**src/rtl/pdp1_write_if.sv**
```systemverilog
// Request/memory bundle between the PDP-1 control unit, the write unit and memory.
// Bit 0 of every multi-bit field is the MSB, matching PDP-1 numbering.
interface pdp1_write_if #(
  parameter int W  = 18,
  parameter int AW = 12
);
  logic          wu_valid;
  logic          wu_ready;
  logic [0:4]    wu_op;
  logic [0:AW-1] wu_addr;
  logic [0:W-1]  wu_ac;
  logic [0:W-1]  wu_io;
  logic [0:W-1]  wu_cd;
  logic          mem_req;
  logic [0:AW-1] mem_addr;
  logic [0:W-1]  mem_data;
  logic          mem_ack;
  logic          wu_done;
  logic          wu_acw;
  logic [0:W-1]  wu_acd;
  logic          wu_skp;

  modport master (
    output wu_valid, wu_op, wu_addr, wu_ac, wu_io, wu_cd, mem_ack,
    input  wu_ready, mem_req, mem_addr, mem_data, wu_done, wu_acw, wu_acd, wu_skp
  );

  modport slave (
    input  wu_valid, wu_op, wu_addr, wu_ac, wu_io, wu_cd, mem_ack,
    output wu_ready, mem_req, mem_addr, mem_data, wu_done, wu_acw, wu_acd, wu_skp
  );
endinterface

```
**src/rtl/pdp1_write_unit.sv**
```systemverilog
// PDP-1 memory-write unit: CAL/DAC/DAP/DIP/DIO/DZM store paths with an IDLE/WRITE/DONE FSM.
// Define PDP1_WRITE_IDX_EN to also execute IDX and ISZ (ones' complement increment of C(Y)).
`ifndef PDP1_OP_CAL
`define PDP1_OP_CAL 5'o07
`endif
`ifndef PDP1_OP_DAC
`define PDP1_OP_DAC 5'o12
`endif
`ifndef PDP1_OP_DAP
`define PDP1_OP_DAP 5'o13
`endif
`ifndef PDP1_OP_DIP
`define PDP1_OP_DIP 5'o14
`endif
`ifndef PDP1_OP_DIO
`define PDP1_OP_DIO 5'o15
`endif
`ifndef PDP1_OP_DZM
`define PDP1_OP_DZM 5'o16
`endif
`ifndef PDP1_OP_IDX
`define PDP1_OP_IDX 5'o22
`endif
`ifndef PDP1_OP_ISZ
`define PDP1_OP_ISZ 5'o23
`endif

module pdp1_write_unit #(
  parameter int W  = 18,
  parameter int AW = 12
) (
  input  logic          clk,
  input  logic          rst_n,
  pdp1_write_if.slave   wu
);

  localparam logic [1:0] ST_IDLE  = 2'd0;
  localparam logic [1:0] ST_WRITE = 2'd1;
  localparam logic [1:0] ST_DONE  = 2'd2;

`ifdef PDP1_WRITE_IDX_EN
  // Ones' complement +1 with end-around carry; minus zero is normalised to plus zero.
  function automatic logic [0:W-1] ones_inc(input logic [0:W-1] v);
    logic [0:W]   s;
    logic [0:W-1] r;
    s = {1'b0, v} + {{W{1'b0}}, 1'b1};
    if (s[0]) begin
      r = s[1:W] + {{(W-1){1'b0}}, 1'b1};
    end else begin
      r = s[1:W];
    end
    return (r == {W{1'b1}}) ? {W{1'b0}} : r;
  endfunction
`endif

  logic [1:0]    state_q, state_d;
  logic [0:AW-1] addr_q, addr_d;
  logic [0:W-1]  data_q, data_d;
  logic          acw_q, acw_d;
  logic          skp_q, skp_d;

  logic          is_write_s;
  logic [0:W-1]  wdata_s;
  logic          acw_s;
  logic          skp_s;
`ifdef PDP1_WRITE_IDX_EN
  logic [0:W-1]  inc_s;
  assign inc_s = ones_inc(wu.wu_cd);
`endif

  // Opcode decode: write data and retire flags for the presented request.
  always_comb begin
    is_write_s = 1'b0;
    wdata_s    = {W{1'b0}};
    acw_s      = 1'b0;
    skp_s      = 1'b0;
    case (wu.wu_op)
      `PDP1_OP_CAL, `PDP1_OP_DAC: begin
        is_write_s = 1'b1;
        wdata_s    = wu.wu_ac;
      end
      `PDP1_OP_DAP: begin
        is_write_s = 1'b1;
        wdata_s    = {wu.wu_cd[0:W-AW-1], wu.wu_ac[W-AW:W-1]};
      end
      `PDP1_OP_DIP: begin
        is_write_s = 1'b1;
        wdata_s    = {wu.wu_ac[0:W-AW-1], wu.wu_cd[W-AW:W-1]};
      end
      `PDP1_OP_DIO: begin
        is_write_s = 1'b1;
        wdata_s    = wu.wu_io;
      end
      `PDP1_OP_DZM: begin
        is_write_s = 1'b1;
        wdata_s    = {W{1'b0}};
      end
`ifdef PDP1_WRITE_IDX_EN
      `PDP1_OP_IDX: begin
        is_write_s = 1'b1;
        wdata_s    = inc_s;
        acw_s      = 1'b1;
      end
      `PDP1_OP_ISZ: begin
        is_write_s = 1'b1;
        wdata_s    = inc_s;
        skp_s      = ~inc_s[0];
      end
`endif
      default: begin
        is_write_s = 1'b0;
        wdata_s    = {W{1'b0}};
      end
    endcase
  end

  // Next-state logic; operands are captured only on acceptance so they stay stable in WRITE.
  always_comb begin
    state_d = state_q;
    addr_d  = addr_q;
    data_d  = data_q;
    acw_d   = acw_q;
    skp_d   = skp_q;
    case (state_q)
      ST_IDLE: begin
        if (wu.wu_valid) begin
          addr_d  = wu.wu_addr;
          data_d  = wdata_s;
          acw_d   = acw_s;
          skp_d   = skp_s;
          state_d = is_write_s ? ST_WRITE : ST_DONE;
        end else begin
          state_d = ST_IDLE;
        end
      end
      ST_WRITE: begin
        if (wu.mem_ack) begin
          state_d = ST_DONE;
        end else begin
          state_d = ST_WRITE;
        end
      end
      ST_DONE: state_d = ST_IDLE;
      default: state_d = ST_IDLE;
    endcase
  end

  // State and operand registers.
  always_ff @(posedge clk or negedge rst_n) begin
    if (!rst_n) begin
      state_q <= ST_IDLE;
      addr_q  <= {AW{1'b0}};
      data_q  <= {W{1'b0}};
      acw_q   <= 1'b0;
      skp_q   <= 1'b0;
    end else begin
      state_q <= state_d;
      addr_q  <= addr_d;
      data_q  <= data_d;
      acw_q   <= acw_d;
      skp_q   <= skp_d;
    end
  end

  // Outputs decode the state register only, so reset takes effect without a clock.
  assign wu.wu_ready = (state_q == ST_IDLE);
  assign wu.mem_req  = (state_q == ST_WRITE);
  assign wu.wu_done  = (state_q == ST_DONE);
  assign wu.wu_acw   = (state_q == ST_DONE) & acw_q;
  assign wu.wu_skp   = (state_q == ST_DONE) & skp_q;
  assign wu.mem_addr = addr_q;
  assign wu.mem_data = data_q;
  assign wu.wu_acd   = data_q;

endmodule

```
**src/flat_wrapper.sv**
```systemverilog
// flat-port wrapper written by rule: the top's interface ports become plain ports
module pdp1_write_unit_flat 
#(
  parameter int W  = 18,
  parameter int AW = 12
)
  (clk, rst_n, wu_wu_valid, wu_wu_op, wu_wu_addr, wu_wu_ac, wu_wu_io, wu_wu_cd, wu_mem_ack, wu_wu_ready, wu_mem_req, wu_mem_addr, wu_mem_data, wu_wu_done, wu_wu_acw, wu_wu_acd, wu_wu_skp);
  pdp1_write_if #(.W(W), .AW(AW)) wu_i ();
  input  logic clk;
  input  logic rst_n;
  input wire logic [$bits(wu_i.wu_valid)-1:0] wu_wu_valid;
  input wire logic [$bits(wu_i.wu_op)-1:0] wu_wu_op;
  input wire logic [$bits(wu_i.wu_addr)-1:0] wu_wu_addr;
  input wire logic [$bits(wu_i.wu_ac)-1:0] wu_wu_ac;
  input wire logic [$bits(wu_i.wu_io)-1:0] wu_wu_io;
  input wire logic [$bits(wu_i.wu_cd)-1:0] wu_wu_cd;
  input wire logic [$bits(wu_i.mem_ack)-1:0] wu_mem_ack;
  output wire logic [$bits(wu_i.wu_ready)-1:0] wu_wu_ready;
  output wire logic [$bits(wu_i.mem_req)-1:0] wu_mem_req;
  output wire logic [$bits(wu_i.mem_addr)-1:0] wu_mem_addr;
  output wire logic [$bits(wu_i.mem_data)-1:0] wu_mem_data;
  output wire logic [$bits(wu_i.wu_done)-1:0] wu_wu_done;
  output wire logic [$bits(wu_i.wu_acw)-1:0] wu_wu_acw;
  output wire logic [$bits(wu_i.wu_acd)-1:0] wu_wu_acd;
  output wire logic [$bits(wu_i.wu_skp)-1:0] wu_wu_skp;
  assign wu_i.wu_valid = wu_wu_valid;
  assign wu_i.wu_op = wu_wu_op;
  assign wu_i.wu_addr = wu_wu_addr;
  assign wu_i.wu_ac = wu_wu_ac;
  assign wu_i.wu_io = wu_wu_io;
  assign wu_i.wu_cd = wu_wu_cd;
  assign wu_i.mem_ack = wu_mem_ack;
  assign wu_wu_ready = wu_i.wu_ready;
  assign wu_mem_req = wu_i.mem_req;
  assign wu_mem_addr = wu_i.mem_addr;
  assign wu_mem_data = wu_i.mem_data;
  assign wu_wu_done = wu_i.wu_done;
  assign wu_wu_acw = wu_i.wu_acw;
  assign wu_wu_acd = wu_i.wu_acd;
  assign wu_wu_skp = wu_i.wu_skp;
  pdp1_write_unit #(.W(W), .AW(AW)) u_core (.clk(clk), .rst_n(rst_n), .wu(wu_i));
endmodule
```
**config.mk**
```make
export PLATFORM = sky130hd
export DESIGN_NAME = pdp1_write_unit_flat
export DESIGN_NICKNAME = d
export VERILOG_FILES = /design/src/rtl/pdp1_write_if.sv /design/src/rtl/pdp1_write_unit.sv /design/src/flat_wrapper.sv
export SDC_FILE = /design/constraint.sdc
export NUM_CORES = 1
export LEC_CHECK = 0
export ABC_AREA = 1
export CORE_UTILIZATION = 36
export CTS_CLUSTER_SIZE = 25
export DETAILED_ROUTE_END_ITERATION = 7
export GPL_ROUTABILITY_DRIVEN = 0
export MAX_ROUTING_LAYER = met4
export PLACE_DENSITY = 0.81
export SLEW_MARGIN = 30
export SYNTH_ARGS = -nofsm -noshare
export SYNTH_HDL_FRONTEND = slang
export SYNTH_SLANG_ARGS = --single-unit
```
**constraint.sdc**
```tcl
create_clock -name clk -period 1.3 [get_ports clk]
set_input_delay 0.13 -clock clk [delete_from_list [all_inputs] [get_ports clk]]
set_output_delay 0.13 -clock clk [all_outputs]
set_load 0.03 [all_outputs]
```
Placed standard cells:
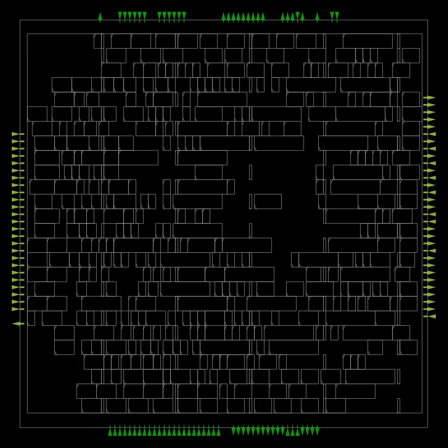
FP Rows: 26
core region area: 5200 sq um
Non-Filler Instances: 476
FILL cells: 510

Floorplan with the power grid:
Scale: 6 px per um. Pins as bars on the die edge.
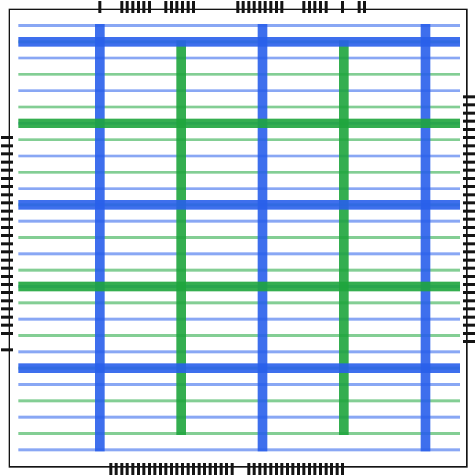
legend:
  VSS:
    color: blue
  VDD:
    color: green
met5 straps: 5
signal pins: 128

Wire density map:
Scale: 4 px per um. The die is cut into 15 by 15 equal tiles; dark purple is low, yellow is high, scaled to the fullest tile. Values are wire area over tile area, all layers added.
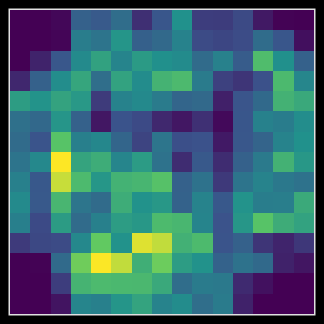
fullest tile: 0.41
densest ninth of the die: bottom center
tiles over half the peak: 28%

Cell sizes after repair:
Scale: 4 px per um.
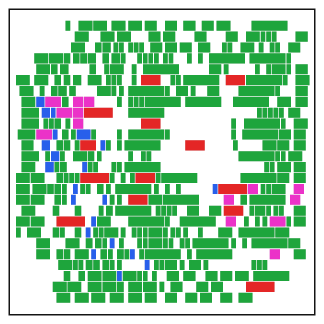
legend:
  drive 6 and up:
    color: red
    cells: 13
    share: 3.2%
  drive 1 or less:
    color: green
    cells: 358
    share: 88%
  drive 2:
    color: blue
    cells: 21
    share: 5.2%
  drive 3 to 4:
    color: magenta
    cells: 14
    share: 3.4%

Zoomed window:
Window x 13 to 63, y 26 to 76 um. Cells in gray, sequential cells in the stronger gray; small squares are vias.
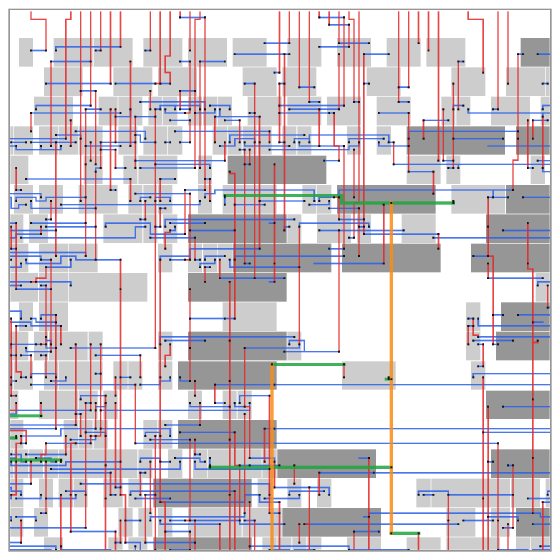
legend:
  met1:
    color: blue
  met3:
    color: green
  met4:
    color: orange
  met2:
    color: red
netlist names of flops here include: `u_core.wu.mem_data` (12), `u_core.wu.mem_addr` (5)
cells with their middle in the window: 168
sequential cells in the window: 18
most frequent: nand2_1 (72), dfrtp_1 (18), clkdlybuf4s50_1 (16)

==> summary.txt <==
CP Capture Type: output port
Chip width: 76.0 um
Pre-Place Util: 37.9%
Pre-Repair DR Iteration Count: 4
Yosys Instances: 292
Yosys warnings: 0
Status: completed
Syn Area/Cell: 6.75 sq um
Flop2flop setup slack: 0.16 ns
Critical Path Start: u_core.wu.mem_data[14]$_DFFE_PN0P_
Flip-flops with a built-in enable: 0
WP data required: 1.17 ns
Post-route design area: 3320 sq um
Final hold violation count: 0
Worst r2r src: u_core.state_q[0]$_DFF_PN0_
Antenna cells: 0
Worst Hold Class: in2async
Met1 GRT Util: 26.2%
Hold buffer count at CTS: 0
Critical path depth: 1
FF-to-FF End: u_core.state_q[0]$_DFF_PN0_
Hpwl dp: 4.52 mm
H-tree lvl count: 2
Leak: 1.88 nW
Fin util: 63.8%
Crit share post-route: 93.6%
R2R cell count: 6
Min Tclk post-route: 1.22 ns
Clk sinks: 32
Synth Flop Type: dfrtp_1
Synth Seq Share: 40.6%
CP max stage delay: 0.42 ns
Maximum Capacitance Violations: 0
Max-slew violation count: 0
Setup_tns: 0 ns
Total global routing overflow: 0
Pre-CTS WS: -0.320 ns
Commonest cells after routing, fill and taps aside: nand2_1 (146), clkdlybuf4s50_1 (69), dlygate4sd2_1 (49), nand3_1 (39), dfrtp_1 (32)
GRT Overall Usage: 21.4%
Critical Path, Cell by Cell: dlygate4sd2_1
Top routing layer in use: met4
CP bufs+invs: 1
First-pass GRT wire length: 9.75 mm
DRT antenna net count: 0
RSZ-0062 raised after global routing: false
Top area cell types: dfrtp_1 (41%), nand2_1 (28%), nand3_1 (10%), buf_4 (8.4%), inv_2 (2.9%)
WL met2: 2.70 mm
Vias/cell: 4.47
Fmax: 822 MHz
Crit path launch type: flop
Cts bufs inserted: 5
Clock transition at the registers of the reported paths: 0.06 ns
Ratio of cells with drive above 1 in the final layout: 11.8%
Area Overhead vs Synth: 68.3%
Synth top cell by count: nand2_1
Clk_skew: 0.00354 ns
Initial antenna violation count: 0
Mapped cell area: 1970 sq um
Latest clock arrival within the worst-skew pair: 0.27 ns
Power Total: 0.00334 W
Synth Instances: 292
PD cells: 1010 nW/um^2
Largest area contributor in the netlist: dfrtp_1
CP endpoint: wu_mem_data[3]
YS chip area: 1970 sq um
WP data arrival: 1.09 ns
CP max FO: 3
Number of global-route vias before repair: 2,110
Yosys cell types: 17
Hold slack: 0.212 ns
DP Area: 3260 sq um
cell type report:
| cell class | instances | area (sq um) |
|---|---|---|
| multi-input cells | 209 | 903 |
| clock buffers | 7 | 96.3 |
| inverters | 20 | 75.1 |
| repair buffers | 138 | 1360 |
| flip-flops and latches | 32 | 801 |
| well taps | 70 | 87.6 |
| fillers | 510 | 1890 |
state kept, by name (all words and copies together), names as in the netlist:
register	count
u_core.wu.mem_data	18
u_core.state_q	2
u_core.wu.mem_addr	12
kinds of logic after synthesis:
family	Yosys count	synth area share, %
and+or+nand+nor	204	43.5
buffers and inverters	52	14.8
DFF	32	40.6
AOI/OAI and AO/OA	3	0.888
other	1	0.190
report_power, final:
group | internal, W | switching, W
registers | 0.00114 | 0.0000923
logic | 0.000535 | 0.000785
clock network | 0.000470 | 0.000320
total | 0.00214 | 0.00120
Power is estimated from default activity; no workload was simulated.
